### config.mk
export PLATFORM = sky130hd
export DESIGN_NAME = imem_loader
export DESIGN_NICKNAME = d
export VERILOG_FILES = /design/src/rtl/imem_loader_pkg.sv /design/src/rtl/imem_loader_byte_packer.sv /design/src/rtl/imem_loader.sv
export SDC_FILE = /design/constraint.sdc
export NUM_CORES = 1
export LEC_CHECK = 0
export CAP_MARGIN = 30
export CORE_MARGIN = 2
export CORE_UTILIZATION = 37
export CTS_BUF_LIST = sky130_fd_sc_hd__clkbuf_4
export DETAILED_ROUTE_END_ITERATION = 7
export HOLD_SLACK_MARGIN = 0.05
export PLACE_DENSITY = 0.61
export SYNTH_ARGS = -nofsm -noshare
export SYNTH_HDL_FRONTEND = slang
export SYNTH_SLANG_ARGS = --single-unit
### constraint.sdc
create_clock -name clock -period 5.9 [get_ports clock]
set_input_delay 0.885 -clock clock [delete_from_list [all_inputs] [get_ports clock]]
set_output_delay 0.885 -clock clock [all_outputs]
set_load 0.01 [all_outputs]
### src/rtl/imem_loader_pkg.sv
// Shared types and constants for the boot-time instruction memory loader.
// State decode helpers keep the registered output flags consistent with the FSM.
package imem_loader_pkg;

    localparam int HDR_BYTES = 2;
    localparam int COUNT_W   = 8 * HDR_BYTES;

    typedef enum logic [2:0] {
        IDLE  = 3'd0,
        LEN0  = 3'd1,
        LEN1  = 3'd2,
        DATA  = 3'd3,
        FLUSH = 3'd4,
        DONE  = 3'd5,
        ERR   = 3'd6
    } ldr_state_t;

    function automatic logic is_rx_state(input ldr_state_t s);
        logic r;
        case (s)
            LEN0, LEN1, DATA: r = 1'b1;
            default:          r = 1'b0;
        endcase
        return r;
    endfunction

    // FLUSH keeps the core held until the final word has been written.
    function automatic logic is_busy_state(input ldr_state_t s);
        logic r;
        case (s)
            LEN0, LEN1, DATA, FLUSH: r = 1'b1;
            default:                 r = 1'b0;
        endcase
        return r;
    endfunction

endpackage

### src/rtl/imem_loader_byte_packer.sv
// Packs a little-endian byte stream into DATA_WIDTH words; word_valid is
// combinational on the final byte so the top can register the write next cycle.
module byte_packer #(
    parameter int DATA_WIDTH = 32
) (
    input  logic                  clock,
    input  logic                  reset,
    input  logic                  clear,
    input  logic [7:0]            byte_data,
    input  logic                  byte_valid,
    output logic [DATA_WIDTH-1:0] word,
    output logic                  word_valid
);

    localparam int BPW = DATA_WIDTH / 8;

    generate
        if (BPW == 1) begin : g_single
            assign word       = byte_data;
            assign word_valid = byte_valid;
        end else begin : g_multi
            localparam int LW = $clog2(BPW);
            localparam int SW = DATA_WIDTH - 8;

            logic [LW-1:0] lane_r;
            logic [SW-1:0] shift_r;
            logic [SW-1:0] shift_next_s;

            // Earlier bytes shift down so byte k ends up in lane k of the word.
            if (SW == 8) begin : g_two
                assign shift_next_s = byte_data;
            end else begin : g_wide
                assign shift_next_s = {byte_data, shift_r[SW-1:8]};
            end

            assign word_valid = byte_valid & (lane_r == LW'(BPW - 1));
            assign word       = {byte_data, shift_r};

            // Lane counter and partial-word shift register
            always_ff @(posedge clock or posedge reset) begin
                if (reset) begin
                    lane_r  <= '0;
                    shift_r <= '0;
                end else if (clear) begin
                    lane_r  <= '0;
                    shift_r <= '0;
                end else if (byte_valid) begin
                    lane_r  <= word_valid ? LW'(0) : lane_r + LW'(1);
                    shift_r <= shift_next_s;
                end
            end
        end
    endgenerate

endmodule

### src/rtl/imem_loader.sv
// Boot-time IMEM writer: parses a 16-bit word-count header, then streams packed
// words to a sequential write port while holding the core in reset.
module imem_loader
    import imem_loader_pkg::*;
#(
    parameter  int DATA_WIDTH = 32,
    parameter  int MEM_DEPTH  = 1024,
    localparam int AW         = $clog2(MEM_DEPTH)
) (
    input  logic                  clock,
    input  logic                  reset,
    input  logic                  start,
    input  logic [7:0]            s_data,
    input  logic                  s_valid,
    output logic                  s_ready,
    output logic                  we,
    output logic [AW-1:0]         waddr,
    output logic [DATA_WIDTH-1:0] wdata,
    output logic                  busy,
    output logic                  core_hold,
    output logic                  done,
    output logic                  error
);

    localparam logic [COUNT_W:0] DEPTH_C = (COUNT_W + 1)'(MEM_DEPTH);

    ldr_state_t            state_r;
    ldr_state_t            state_s;
    logic [7:0]            len_lo_r;
    logic [COUNT_W-1:0]    count_r;
    logic [COUNT_W-1:0]    len_s;
    logic [AW-1:0]         word_idx_r;
    logic [DATA_WIDTH-1:0] word_s;
    logic                  hs_s;
    logic                  load_start_s;
    logic                  pack_valid_s;
    logic                  word_valid_s;
    logic                  last_word_s;
    logic                  len_zero_s;
    logic                  len_over_s;

    assign hs_s         = s_valid & s_ready;
    assign len_s        = {s_data, len_lo_r};
    assign len_zero_s   = (len_s == COUNT_W'(0));
    assign len_over_s   = ({1'b0, len_s} > DEPTH_C);
    assign pack_valid_s = hs_s & (state_r == DATA);
    assign last_word_s  = (COUNT_W'(word_idx_r) == (count_r - COUNT_W'(1)));
    assign core_hold    = busy;

    byte_packer #(
        .DATA_WIDTH (DATA_WIDTH)
    ) u_packer (
        .clock      (clock),
        .reset      (reset),
        .clear      (load_start_s),
        .byte_data  (s_data),
        .byte_valid (pack_valid_s),
        .word       (word_s),
        .word_valid (word_valid_s)
    );

    // Next-state logic; start only takes effect from the idle-like states
    always_comb begin
        state_s      = state_r;
        load_start_s = 1'b0;
        case (state_r)
            IDLE, DONE, ERR: begin
                if (start) begin
                    state_s      = LEN0;
                    load_start_s = 1'b1;
                end else begin
                    state_s = state_r;
                end
            end
            LEN0: begin
                if (hs_s) state_s = LEN1;
                else      state_s = LEN0;
            end
            LEN1: begin
                if (!hs_s)          state_s = LEN1;
                else if (len_zero_s) state_s = DONE;
                else if (len_over_s) state_s = ERR;
                else                 state_s = DATA;
            end
            DATA: begin
                if (word_valid_s && last_word_s) state_s = FLUSH;
                else                             state_s = DATA;
            end
            FLUSH:   state_s = DONE;
            default: state_s = IDLE;
        endcase
    end

    // State register and status flags decoded from the next state
    always_ff @(posedge clock or posedge reset) begin
        if (reset) begin
            state_r <= IDLE;
            s_ready <= 1'b0;
            busy    <= 1'b0;
            done    <= 1'b0;
            error   <= 1'b0;
        end else begin
            state_r <= state_s;
            s_ready <= is_rx_state(state_s);
            busy    <= is_busy_state(state_s);
            done    <= (state_s == DONE);
            error   <= (state_s == ERR);
        end
    end

    // Header capture, word index and IMEM write port
    always_ff @(posedge clock or posedge reset) begin
        if (reset) begin
            len_lo_r   <= 8'd0;
            count_r    <= '0;
            word_idx_r <= '0;
            we         <= 1'b0;
            waddr      <= '0;
            wdata      <= '0;
        end else begin
            we <= word_valid_s;
            if (word_valid_s) begin
                waddr <= word_idx_r;
                wdata <= word_s;
            end
            if (load_start_s) begin
                word_idx_r <= '0;
            end else if (word_valid_s) begin
                word_idx_r <= word_idx_r + AW'(1);
            end
            if (hs_s && (state_r == LEN0)) begin
                len_lo_r <= s_data;
            end
            if (hs_s && (state_r == LEN1)) begin
                count_r <= len_s;
            end
        end
    end

endmodule

**Zoomed window**

Bar = 20 um. Window x 34 to 84, y 58 to 108 um. Cells in gray, sequential cells in the stronger gray; small squares are vias.
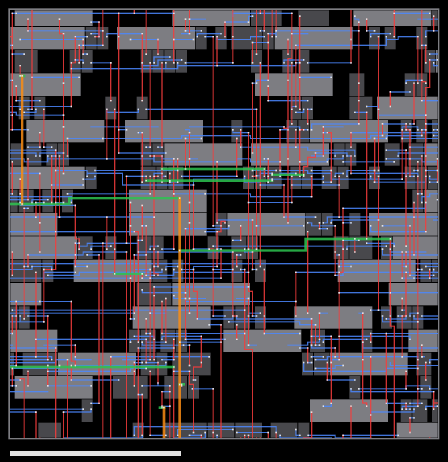
Orange marks metal 4. Red marks metal 2. Blue marks metal 1. Green marks metal 3.
Sequential cells in the window: 35. 161 logic cells have their middle in the window. Most frequent: nand2_1 (78), dfrtp_1 (35), a21oi_1 (21). Netlist names of flops here include `u_packer.g_multi.shift_r` (19), `wdata` (9), `count_r` (5).

**Signal wires on met1**

Bar = 20 um.
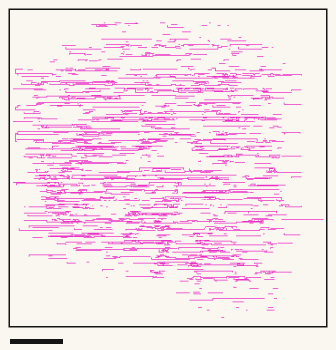
510 nets have wire on it. The longest straight run is 62.6 um. The layer carries 5,380 um of wire. The layer holds 48% of the routed length. The wires run mostly horizontal.
routed wire length: 11,100 um
M1 GR Usage: 0.233

**Clock wiring as the flow saved it**

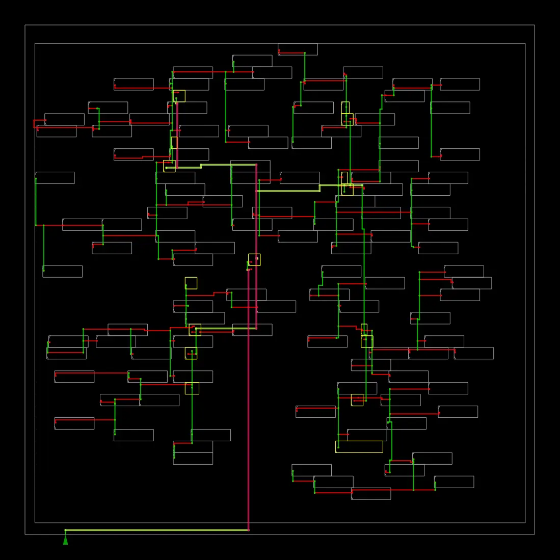
CLK BUF: 9
flop count: 110
clk_skew: 0.0149 ns
Late-Pin Clk Latency: 0.46 ns
TritonCTS buffer count: 9

**I/O pins on the die edge**

Bar = 20 um. Pins as bars across the die edge, other pins in gray.
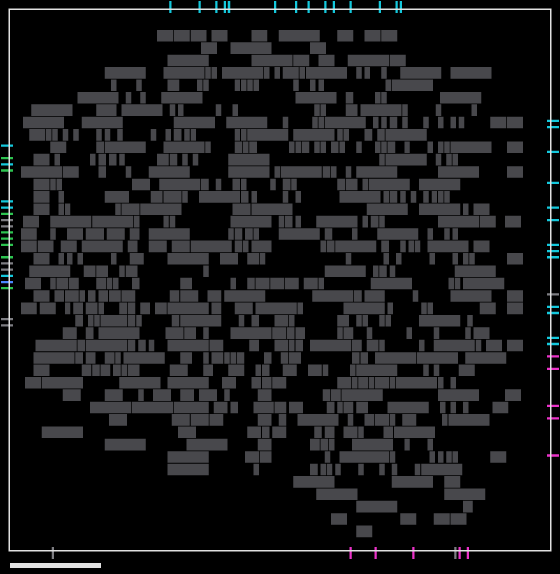
Green marks `s_data`, pins 8, direction input, edge left. Cyan marks `wdata`, pins 32, direction output, edge 14 top, 13 right, 5 left. Blue marks `s_valid`, pins 1, direction input, edge left. Magenta marks `waddr`, pins 10, direction output, edge 5 right, 5 bottom.
Die Y: 119 um
die x size: 119 um

**Where the registers sit**

Bar = 20 um.
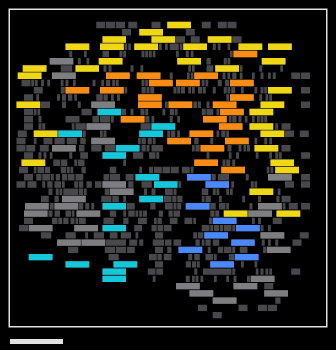
Cyan marks `count_r`, flops 16. Blue marks `word_idx_r`, flops 10. Yellow marks `wdata`, flops 32. Orange marks `u_packer.g_multi.shift_r`, flops 24.
final core area utilization: 0.451
flop share of the area: 0.480
Seq power: 0.00101 W

==> impl_metrics.tcl <==
# collected from the flow reports
set metrics [dict create \
    netlist_area_um2 4850 \
    mi_logic_area_um2 1950 \
    clkTransAtPathRegs_ns 0.16 \
    worst_pin_slew_ns 0.891 \
    drc 0 \
    gp_congestion 0.873 \
    most-common-layout-cells "nand2_1, dfrtp_1, clkdlybuf4s50_1, a21oi_1, mux2_2" \
    cp_top_family "simple AND/OR/NAND/NOR gates" \
    p_total_w 0.00194 \
    hold_ws_ns 0.488 \
    drt-pass1-iter-count 4 \
    critical_path.cell_chain "clkdlybuf4s50_1, nor4_1, nand3_1, or4_1, a41oi_2, a31oi_1, and2_1" \
    rsz0062_at_grt "no" \
    n_antenna_cell 1 \
    status "completed" \
    cp_num_buf_inv 1 \
    maxCapViolCount 0 \
    synth-seq-area-share 0.567 \
    via_per_inst 4.96 \
    top_register "wdata" \
    drtAntennaViolNets 0 \
    comb_share 0.340 \
    yosys.cell_types.count 47 \
    critPathArrivalTime_ns 3.08 \
    adder_share 0.00773 \
    ctsRootBufferMaster "clkbuf_4" \
    ys_cells 514 \
    largest_area_cell "dfrtp_1" \
    path_class "in2reg" \
    top_regs "wdata (32), u_packer.g_multi.shift_r (24), count_r (16)" \
    hp-class "reg2reg" \
    htreeDepth 3 \
    nMultiInputCombCells 368 \
    nWellTaps 172 \
    io_buffers 59 \
    largest_class "flip-flops and latches" \
    yosysWarnings 0 \
]
routing by layer:
| metal | GRT usage | routed length (um) | vias up |
|---|---|---|---|
| li1 | - | - | 1804 |
| met1 | 0.233 | 5380 | 1774 |
| met2 | 0.244 | 5030 | 93 |
| met3 | 0.0323 | 561 | 12 |
| met4 | 0.0551 | 151 | 0 |
| met5 | 0 | 0 | - |
metrics by stage:
step	instance area (um^2)	setup WS, ns	std cells
after floorplan	4850	2.11	514
after global placement	5580	2.74	724
after detailed placement	5600	2.69	725
after CTS	5730	3.21	741
after global routing	5730	3.02	742
final	5730	3.18	742
path summary, 6_finish.rpt:
check,start,slack [ns],end,cells past startpoint
setup / recovery,s_data[0],3.18,s_ready,7
hold / removal,u_packer.g_multi.shift_r[3],0.49,wdata[3],2
setup reg to reg,count_r[0],3.47,s_ready,8
hold reg to reg,u_packer.g_multi.shift_r[3],0.49,wdata[3],2
max in group asynchronous,reset,3.82,count_r[7],3
min in group asynchronous,reset,0.82,waddr[6],2
where the power goes:
group          switching (W)  internal [W]  total [W]  leakage (nW)
combinational       0.000261      0.000294   0.000555          1.24
sequential          0.000106      0.000907    0.00101          1.40
clock               0.000248      0.000126   0.000375        0.0688
total               0.000615       0.00133    0.00194          2.71
synthesized netlist by cell type (all sizes together), types with 3 or more instances:
| cell | number |
|---|---|
| a21oi | 36 |
| a31oi | 3 |
| and3 | 5 |
| buf | 10 |
| clkbuf | 16 |
| dfrtp | 110 |
| ha | 3 |
| inv | 10 |
| mux2 | 20 |
| nand2 | 193 |
| nand3 | 7 |
| nand4 | 5 |
| nor2 | 16 |
| nor3 | 5 |
| nor4 | 6 |
| o21ai | 15 |
| or3 | 5 |
| or4 | 3 |
| xnor2 | 10 |
| xor2 | 11 |
Power is estimated from default activity; no workload was simulated.
